**src/rtl/fp16_output_arbiter_if.sv**
```systemverilog
// rtl/fp16_output_arbiter_if.sv - requester and result-bus signals of the FP16 output arbiter
interface fp16_output_arbiter_if #(
    parameter int NUM_REQ = 4,
    parameter int ID_W    = (NUM_REQ > 2) ? $clog2(NUM_REQ) : 1
);
    logic [NUM_REQ-1:0]    req_valid;
    logic [NUM_REQ-1:0]    req_ready;
    logic [NUM_REQ-1:0]    req_sign;
    logic [NUM_REQ*5-1:0]  req_exponent;
    logic [NUM_REQ*18-1:0] req_mantissa;
    logic                  out_valid;
    logic                  out_ready;
    logic [15:0]           out_fp16;
    logic [ID_W-1:0]       out_id;

    modport master (
        output req_valid, req_sign, req_exponent, req_mantissa, out_ready,
        input  req_ready, out_valid, out_fp16, out_id
    );

    modport slave (
        input  req_valid, req_sign, req_exponent, req_mantissa, out_ready,
        output req_ready, out_valid, out_fp16, out_id
    );
endinterface

```
**src/rtl/fp16_output_arbiter.sv**
```systemverilog
// rtl/fp16_output_arbiter.sv - round-robin shared FP16 round/pack output stage
// Optional stall counter port enabled by FP16_OUT_ARB_STALL_CNT_EN.
module fp16_output_arbiter #(
    parameter int NUM_REQ = 4,
    parameter int ID_W    = (NUM_REQ > 2) ? $clog2(NUM_REQ) : 1
) (
    input  logic                 clk,
    input  logic                 rst,
    fp16_output_arbiter_if.slave bus
`ifdef FP16_OUT_ARB_STALL_CNT_EN
    ,
    output logic [15:0]          stall_cnt
`endif
);
    localparam int IDX_W = ID_W + 1;

    typedef enum logic {EMPTY, FULL} state_t;

    state_t             state;
    logic [ID_W-1:0]    rr_ptr;
    logic [ID_W-1:0]    id_q;
    logic [15:0]        fp16_q;
    logic               load_en;
    logic               found;
    logic [ID_W-1:0]    gnt_idx;
    logic [NUM_REQ-1:0] grant;
    logic [IDX_W-1:0]   scan_idx;
    logic [ID_W-1:0]    next_ptr;
    logic               sel_sign;
    logic [4:0]         sel_exp;
    logic [17:0]        sel_man;
    logic [10:0]        rnd;
    logic               ovf;
    logic [4:0]         pack_exp;
    logic [15:0]        packed_fp16;
    logic               unused_man_bits;

    assign load_en = (state == EMPTY) || bus.out_ready;

    // Scan rr_ptr, rr_ptr+1, ... with an explicit wrap so non-power-of-2 counts work.
    always_comb begin
        found    = 1'b0;
        gnt_idx  = '0;
        grant    = '0;
        scan_idx = '0;
        for (int k = 0; k < NUM_REQ; k++) begin
            scan_idx = {1'b0, rr_ptr} + IDX_W'(k);
            if (scan_idx >= IDX_W'(NUM_REQ))
                scan_idx = scan_idx - IDX_W'(NUM_REQ);
            if (!found && bus.req_valid[scan_idx[ID_W-1:0]]) begin
                found   = 1'b1;
                gnt_idx = scan_idx[ID_W-1:0];
            end
        end
        if (found)
            grant[gnt_idx] = 1'b1;
    end

    assign bus.req_ready = (rst || !load_en) ? '0 : grant;
    assign next_ptr      = (gnt_idx == ID_W'(NUM_REQ - 1)) ? '0 : gnt_idx + ID_W'(1);

    always_comb begin
        sel_sign = 1'b0;
        sel_exp  = '0;
        sel_man  = '0;
        for (int j = 0; j < NUM_REQ; j++) begin
            if (gnt_idx == ID_W'(j)) begin
                sel_sign = bus.req_sign[j];
                sel_exp  = bus.req_exponent[5*j +: 5];
                sel_man  = bus.req_mantissa[18*j +: 18];
            end
        end
    end

    // Round half up on bit 6; a carry out of the fraction bumps the exponent unless it is already 31.
    assign rnd             = {1'b0, sel_man[16:7]} + {10'd0, sel_man[6]};
    assign ovf             = rnd[10];
    assign pack_exp        = (ovf && sel_exp != 5'd31) ? sel_exp + 5'd1 : sel_exp;
    assign packed_fp16     = {sel_sign, pack_exp, rnd[9:0]};
    assign unused_man_bits = ^{sel_man[17], sel_man[5:0]};

    always_ff @(posedge clk or posedge rst) begin
        if (rst) begin
            state  <= EMPTY;
            fp16_q <= '0;
            id_q   <= '0;
            rr_ptr <= '0;
        end else if (load_en) begin
            if (found) begin
                state  <= FULL;
                fp16_q <= packed_fp16;
                id_q   <= gnt_idx;
                rr_ptr <= next_ptr;
            end else begin
                state  <= EMPTY;
            end
        end
    end

    assign bus.out_valid = (state == FULL);
    assign bus.out_fp16  = fp16_q;
    assign bus.out_id    = id_q;

`ifdef FP16_OUT_ARB_STALL_CNT_EN
    always_ff @(posedge clk or posedge rst) begin
        if (rst)
            stall_cnt <= '0;
        else if (state == FULL && !bus.out_ready && stall_cnt != 16'hFFFF)
            stall_cnt <= stall_cnt + 16'd1;
    end
`endif
endmodule

```
**src/flat_wrapper.sv**
```systemverilog
// flat-port wrapper written by rule: the top's interface ports become plain ports
module fp16_output_arbiter_flat 
#(
    parameter int NUM_REQ = 4,
    parameter int ID_W    = (NUM_REQ > 2) ? $clog2(NUM_REQ) : 1
)
  (clk, rst, bus_req_valid, bus_req_sign, bus_req_exponent, bus_req_mantissa, bus_out_ready, bus_req_ready, bus_out_valid, bus_out_fp16, bus_out_id);
  fp16_output_arbiter_if #(.NUM_REQ(NUM_REQ), .ID_W(ID_W)) bus_i ();
  input  logic clk;
  input  logic rst;
  input wire logic [$bits(bus_i.req_valid)-1:0] bus_req_valid;
  input wire logic [$bits(bus_i.req_sign)-1:0] bus_req_sign;
  input wire logic [$bits(bus_i.req_exponent)-1:0] bus_req_exponent;
  input wire logic [$bits(bus_i.req_mantissa)-1:0] bus_req_mantissa;
  input wire logic [$bits(bus_i.out_ready)-1:0] bus_out_ready;
  output wire logic [$bits(bus_i.req_ready)-1:0] bus_req_ready;
  output wire logic [$bits(bus_i.out_valid)-1:0] bus_out_valid;
  output wire logic [$bits(bus_i.out_fp16)-1:0] bus_out_fp16;
  output wire logic [$bits(bus_i.out_id)-1:0] bus_out_id;
  assign bus_i.req_valid = bus_req_valid;
  assign bus_i.req_sign = bus_req_sign;
  assign bus_i.req_exponent = bus_req_exponent;
  assign bus_i.req_mantissa = bus_req_mantissa;
  assign bus_i.out_ready = bus_out_ready;
  assign bus_req_ready = bus_i.req_ready;
  assign bus_out_valid = bus_i.out_valid;
  assign bus_out_fp16 = bus_i.out_fp16;
  assign bus_out_id = bus_i.out_id;
  fp16_output_arbiter #(.NUM_REQ(NUM_REQ), .ID_W(ID_W)) u_core (.clk(clk), .rst(rst), .bus(bus_i));
endmodule
```
**config.mk**
```make
export PLATFORM = sky130hd
export DESIGN_NAME = fp16_output_arbiter_flat
export DESIGN_NICKNAME = d
export VERILOG_FILES = /design/src/rtl/fp16_output_arbiter_if.sv /design/src/rtl/fp16_output_arbiter.sv /design/src/flat_wrapper.sv
export SDC_FILE = /design/constraint.sdc
export NUM_CORES = 1
export LEC_CHECK = 0
export CELL_PAD_IN_SITES_DETAIL_PLACEMENT = 0
export CELL_PAD_IN_SITES_GLOBAL_PLACEMENT = 1
export CORE_MARGIN = 4
export CORE_UTILIZATION = 21
export CTS_CLUSTER_SIZE = 16
export DETAILED_ROUTE_END_ITERATION = 12
export PLACE_DENSITY_LB_ADDON = 0.1
export REMOVE_ABC_BUFFERS = 1
export SYNTH_ARGS = -nofsm -noshare
export SYNTH_HDL_FRONTEND = slang
export SYNTH_SLANG_ARGS = --single-unit
```
**constraint.sdc**
```tcl
create_clock -name clk -period 3.5 [get_ports clk]
set_input_delay 0.875 -clock clk [delete_from_list [all_inputs] [get_ports clk]]
set_output_delay 0.875 -clock clk [all_outputs]
set_load 0.01 [all_outputs]
```
Fig. 1: run 1, cell classes on the final placement
Scale: 4 px per um. Fill, decap, tap and diode cells in gray.
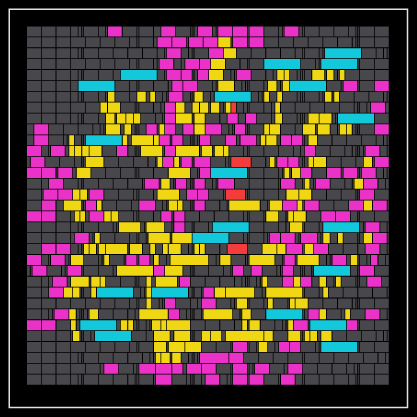
Yellow stands for remaining logic cells, cells 185. Cyan stands for registers, cells 21. Magenta stands for remaining buffers and delay cells, cells 159. Red stands for clock drivers and dummy loads, cells 4.

Fig. 2: run 1, metal 2
Scale: 4 px per um.
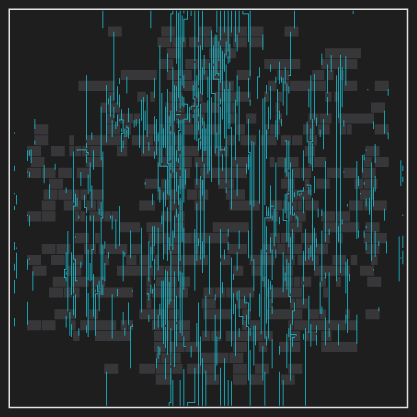
The layer carries 3690 um of wire. The longest straight run is 54.4 um. The wires run mostly vertical. 375 nets have wire on it.

Fig. 3: run 1, clock wiring as the flow saved it
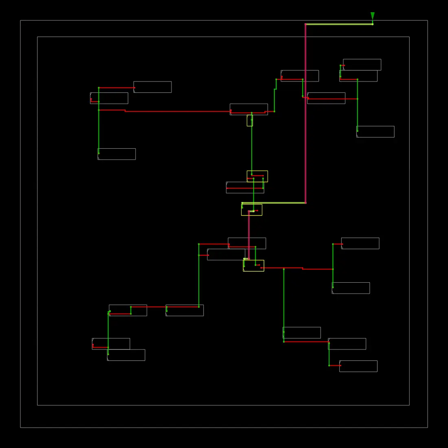
clk sinks: 21
Inserted Clock Buffers: 3

==> run_results.csv, run 1 <==
group,metric,value,unit
final_timing,max_slew_margin,73.9,%
final_timing,fin_crit,3.75,ns
yosys,top_cells_by_count,"nand2_1 (30), nor2_1 (23), dfrtp_1 (21)",
global_routing,grt_max_degree,30,
clock_tree,clk_pin_slew_worst_paths,0.09,ns
power,comb-power,1.71,mW
clock_tree,ctsHoldBuffers,0,
final_timing,worst_pin_slew,0.389,ns
routing,met3RoutedLength,453,um
global_routing,grt.met1_usage,19.5,%
routing,drtIter0Drc,62,
global_routing,track_usage,14.8,%
final_timing,setup_tns,-0.717,ns
cells_and_area,inv_count,12,
power,switching_power,0.942,mW
die,tap_cells,105,
die,core,8130,um2
yosys,syn-mean-instance-area,7.98,um2
cells_and_area,largest_reg_flops,16,
routing,via_per_inst,4.75,
worst_setup_path,crit_top_cell,"buf_4",
worst_setup_path,critical_path_class,"in2reg",
power,power,2.31,mW
run_status,status,"finished, violations left",
power,p_seq_share,18.3,%
yosys,synthTopCellsByArea,"dfrtp_1 (30%), nand2_1 (6.4%), ha_1 (5.7%), nor2_1 (4.9%), a221oi_1 (4.5%)",
clock_tree,worstSkewPairLatency,0.26,ns
cells_and_area,final_layout_size_suffix_gt1_share,30.4,%
job,tool_warnings,58,
cells_and_area,signal_buffers,159,
yosys,edf_count,0,
power,sw_frac_of_total,40.8,%
job,max-cap-violations,0,
worst_setup_path,worstReg2RegEnd,"u_core.bus.out_fp16[13]",
yosys,ys_seq_share,30.1,%
worst_setup_path,critPathRequiredTime,3.69,ns
global_routing,grt-ovfl-total,0,
placed_design,portBuffers,97,
placed_design,post-place-cells,457,
worst_setup_path,cp_top_family,"buffers and inverters",
yosys,ys_chip_area,1750,um2
global_routing,grt_pass1_vias,2345,
routing,first_pass_iters,4,
cells_and_area,clkCellAreaFrac,1.27,%
cells_and_area,layout_top_cell,"clkdlybuf4s50_1",
run_status,violations,"negative setup slack",
cells_and_area,instances_no_fill,474,
yosys,yosysMostFrequentCell,"nand2_1",
global_routing,top_usage_layer,"met2",
die,die_area,9840,um2
worst_hold_path,hold_depth,2,
yosys,ys_cells,219,
clock_tree,cts-root-buf,"clkbuf_8",
final_timing,setup_viol,7,
die,initCoreUtil,21.5,%
cells_and_area,combGateArea,1320,um2
global_routing,met2_usage,25.1,%
final_timing,clock.fmax,0.266,GHz
worst_setup_path,cp-end-kind,"register",
final_timing,setup_slack,-0.253,ns
worst_setup_path,start_kind,"input pin",
placed_design,dp_slack,-1.30,ns
[run 1: worst max path at each step]
stage,cells past startpoint,to
2_1_floorplan,17,u_core.bus.out_fp16[13]
3_3_place_gp,18,u_core.bus.out_fp16[13]
3_5_place_dp,17,u_core.bus.out_fp16[13]
4_1_cts,18,u_core.bus.out_fp16[13]
5_1_grt,19,u_core.bus.out_fp16[10]
6_report,21,u_core.bus.out_fp16[13]
[run 1: logic make-up after synthesis]
group           Yosys count  share of synthesized area (%)
compound gates           68                           28.0
buf+inv                  25                           6.09
xor+xnor                  6                           3.01
fa+ha+maj                 8                           5.73
simple gates             91                           27.1
flops                    21                           30.1
[run 1: repair_timing]
action	4_1_cts	5_1_grt
gates resized	56	35
setup buffers	10	3
cloned	0	0
setup endpoints to repair	17	12
pin swaps	22	20
endpoints found under the hold margin	0	0
Fig. 4: run 1, nets reached from selected ports
Scale: 4 px per um.
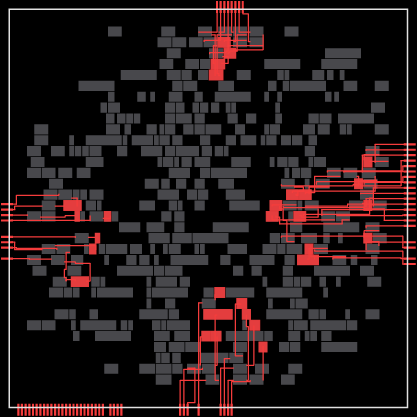

==> run 1 -> run 2 <==
==> constraint.sdc (replaced) <==
create_clock -name clk -period 3.5 [get_ports clk]
set_input_delay 0.35 -clock clk [delete_from_list [all_inputs] [get_ports clk]]
set_output_delay 0.35 -clock clk [all_outputs]
set_load 0.01 [all_outputs]
Fig. 5: run 2, nets reached from selected ports
Scale: 4 px per um.
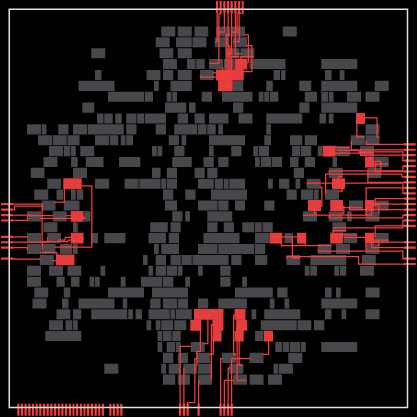
Red stands for `bus_req_mantissa`, direction input, edge 36 south, 20 east, 8 north, 8 west, end cells 29, wire 965 um.

==> run 2 against run 1 <==
  * The run still ends with negative setup slack left
  * Final cell count fell by 1.7%
  * Maximum frequency rose by 7.1%
  * Sequential share of layout area rose by 0.74 points
  * Combinational power fell by 6%
  * Final area fell by 4.8%
  * Area after synthesis did not move
  * Global-route usage barely moved
  * Via count fell by 3.7%
  * Routed wire length fell by 4.5%
  * Flip-flop count did not move
  * Power fell by 4.9%
  * Count of clock-buffer cells in the layout did not move
  * Critical path type is now reg2reg
  * Largest cell class unchanged
==> run_results.csv, run 2 <==
group,metric,value,unit
cells_and_area,layout_top_cell,"clkdlybuf4s50_1",
final_timing,worst_pin_slew,0.520,ns
routing,met3RoutedLength,494,um
run_status,status,"finished, violations left",
cells_and_area,largest_reg_flops,16,
yosys,ys_sh_aoi,28.0,%
global_routing,grt-ovfl-total,0,
routing,via_per_inst,4.66,
yosys,synth_area,1750,um2
die,die_area,9840,um2
die,dieWidth,99.2,um
routing,postRouteWirelength,7350,um
final_timing,finalClockSkew,0.00154,ns
final_timing,setup_tns,-0.00434,ns
clock_tree,ctsHoldBuffers,0,
worst_setup_path,cp-end-kind,"register",
yosys,syn-mean-instance-area,7.98,um2
global_routing,grt.met1_usage,18.7,%
worst_hold_path,hp-class,"in2async",
power,p_seq,0.413,mW
power,power_density,649,nW/um2
job,max-cap-violations,0,
yosys,top_cells_by_count,"nand2_1 (30), nor2_1 (23), dfrtp_1 (21)",
final_timing,clock.fmax,0.285,GHz
clock_tree,cts_buffers,3,
power,p_seq_share,18.8,%
worst_setup_path,start_kind,"register",
worst_setup_path,cp_top_family,"simple AND/OR/NAND/NOR gates",
run_status,violations,"negative setup slack",
clock_tree,htree_levels,1,
routing,drtIter0Drc,73,
global_routing,grt_max_degree,30,
yosys,adder_share,5.73,%
final_timing,setup_slack,-0.00434,ns
yosys,ys_cells,219,
clock_tree,cts-root-buf,"clkbuf_8",
yosys,yosysMostFrequentCell,"nand2_1",
placed_design,dp_slack,-0.804,ns
power,power_leader,"combinational logic",
yosys,ys_seq_share,30.1,%
worst_setup_path,rrSetupSlack,-0.004,ns
placed_design,post-place-cells,454,
power,p_clk,0.170,mW
final_timing,slew_viol_final,0,
final_timing,fin_crit,3.50,ns
final_timing,period_used_share,100,%
yosys,xor_share,3.01,%
global_routing,track_usage,14.9,%
worst_setup_path,critPathRequiredTime,3.69,ns
worst_setup_path,worstReg2RegEnd,"u_core.bus.out_fp16[13]",
yosys,synthTopCellsByArea,"dfrtp_1 (30%), nand2_1 (6.4%), ha_1 (5.7%), nor2_1 (4.9%), a221oi_1 (4.5%)",
power,comb_power_share,73.5,%
cells_and_area,final_layout_size_suffix_gt1_share,24.4,%
worst_setup_path,critical_path_class,"reg2reg",
global_routing,top_usage_layer,"met2",
final_timing,max_slew_margin,65.0,%
global_routing,grt_pass1_vias,2363,
die,initCoreUtil,21.5,%
power,sw_frac_of_total,41.0,%
yosys,ys_top_logic_family,"AND-OR/OR-AND gates",
routing,dr_wl_met2,3470,um
yosys,simple_gate_share,27.1,%
clock_tree,cts_resized,24,
cells_and_area,instances_no_fill,466,
routing,first_pass_iters,4,
clock_tree,worstSkewPairLatency,0.27,ns
worst_setup_path,path_cells,"buf_6 > a21oi_2 > o22ai_2 > buf_4 > ha_4 > and2b_4 > buf_6 > buf_4 > a221o_1 > a22o_1 > ha_2 > or4_4 > or4_1 > a31oi_1",
cells_and_area,n_antenna_cell,0,
clock_tree,cts_setup_buffers,3,
power,comb-power,1.61,mW
job,tool_warnings,58,
clock_tree,cts.sinks,21,
placed_design,portBuffers,97,
worst_setup_path,critPathCapture,"u_core.bus.out_fp16[13]",
final_timing,setup_viol,1,
yosys,ys_chip_area,1750,um2
routing,ant_nets,0,
global_routing,met2_usage,25.6,%
global_routing,grt_use_met3,3.44,%
yosys,mux_share,0,%
worst_setup_path,cp.depth,14,
yosys,edf_count,0,
power,switching_power,0.900,mW
clock_tree,clk_pin_slew_worst_paths,0.08,ns
cells_and_area,area_delta_synth_final,93.6,%
worst_setup_path,cp.buffers_inverters,4,
placed_design,dp_hpwl,5760,um
Fig. 6: run 2, cell classes on the final placement
Scale: 4 px per um. Fill, decap, tap and diode cells in gray.
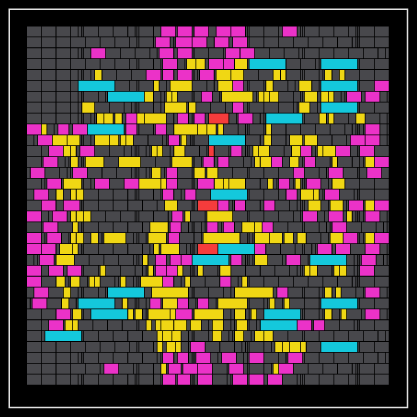
# rows: 33
core area: 8130 um2
final std cell area, no fill: 3380 um2

## run 2: cell counts after synthesis
Identical to the previous run, type by type.
## run 2: per-stage QoR
step / util (%) / power (mW) / hold WS [ns]
3_5_place_dp: 38.5 / 1.87 / 0.466
2_1_floorplan: - / 1.09 / 0.343
3_3_place_gp: 38.5 / 1.87 / 0.462
5_1_grt: 41.6 / 2.39 / 0.438
4_1_cts: 40.1 / 2.12 / 0.401
6_report: 41.6 / 2.20 / 0.395
## run 2: layout make-up
cell class	instances	area [um2]	area share, %
multi-input combinational	173	1250	36.9
inverter	12	45.0	1.33
sequential	21	526	15.5
clock buffer	4	45.0	1.33
tap	105	131	3.88
timing repair buffer	151	1390	41.0
Power is estimated from default activity; no workload was simulated.
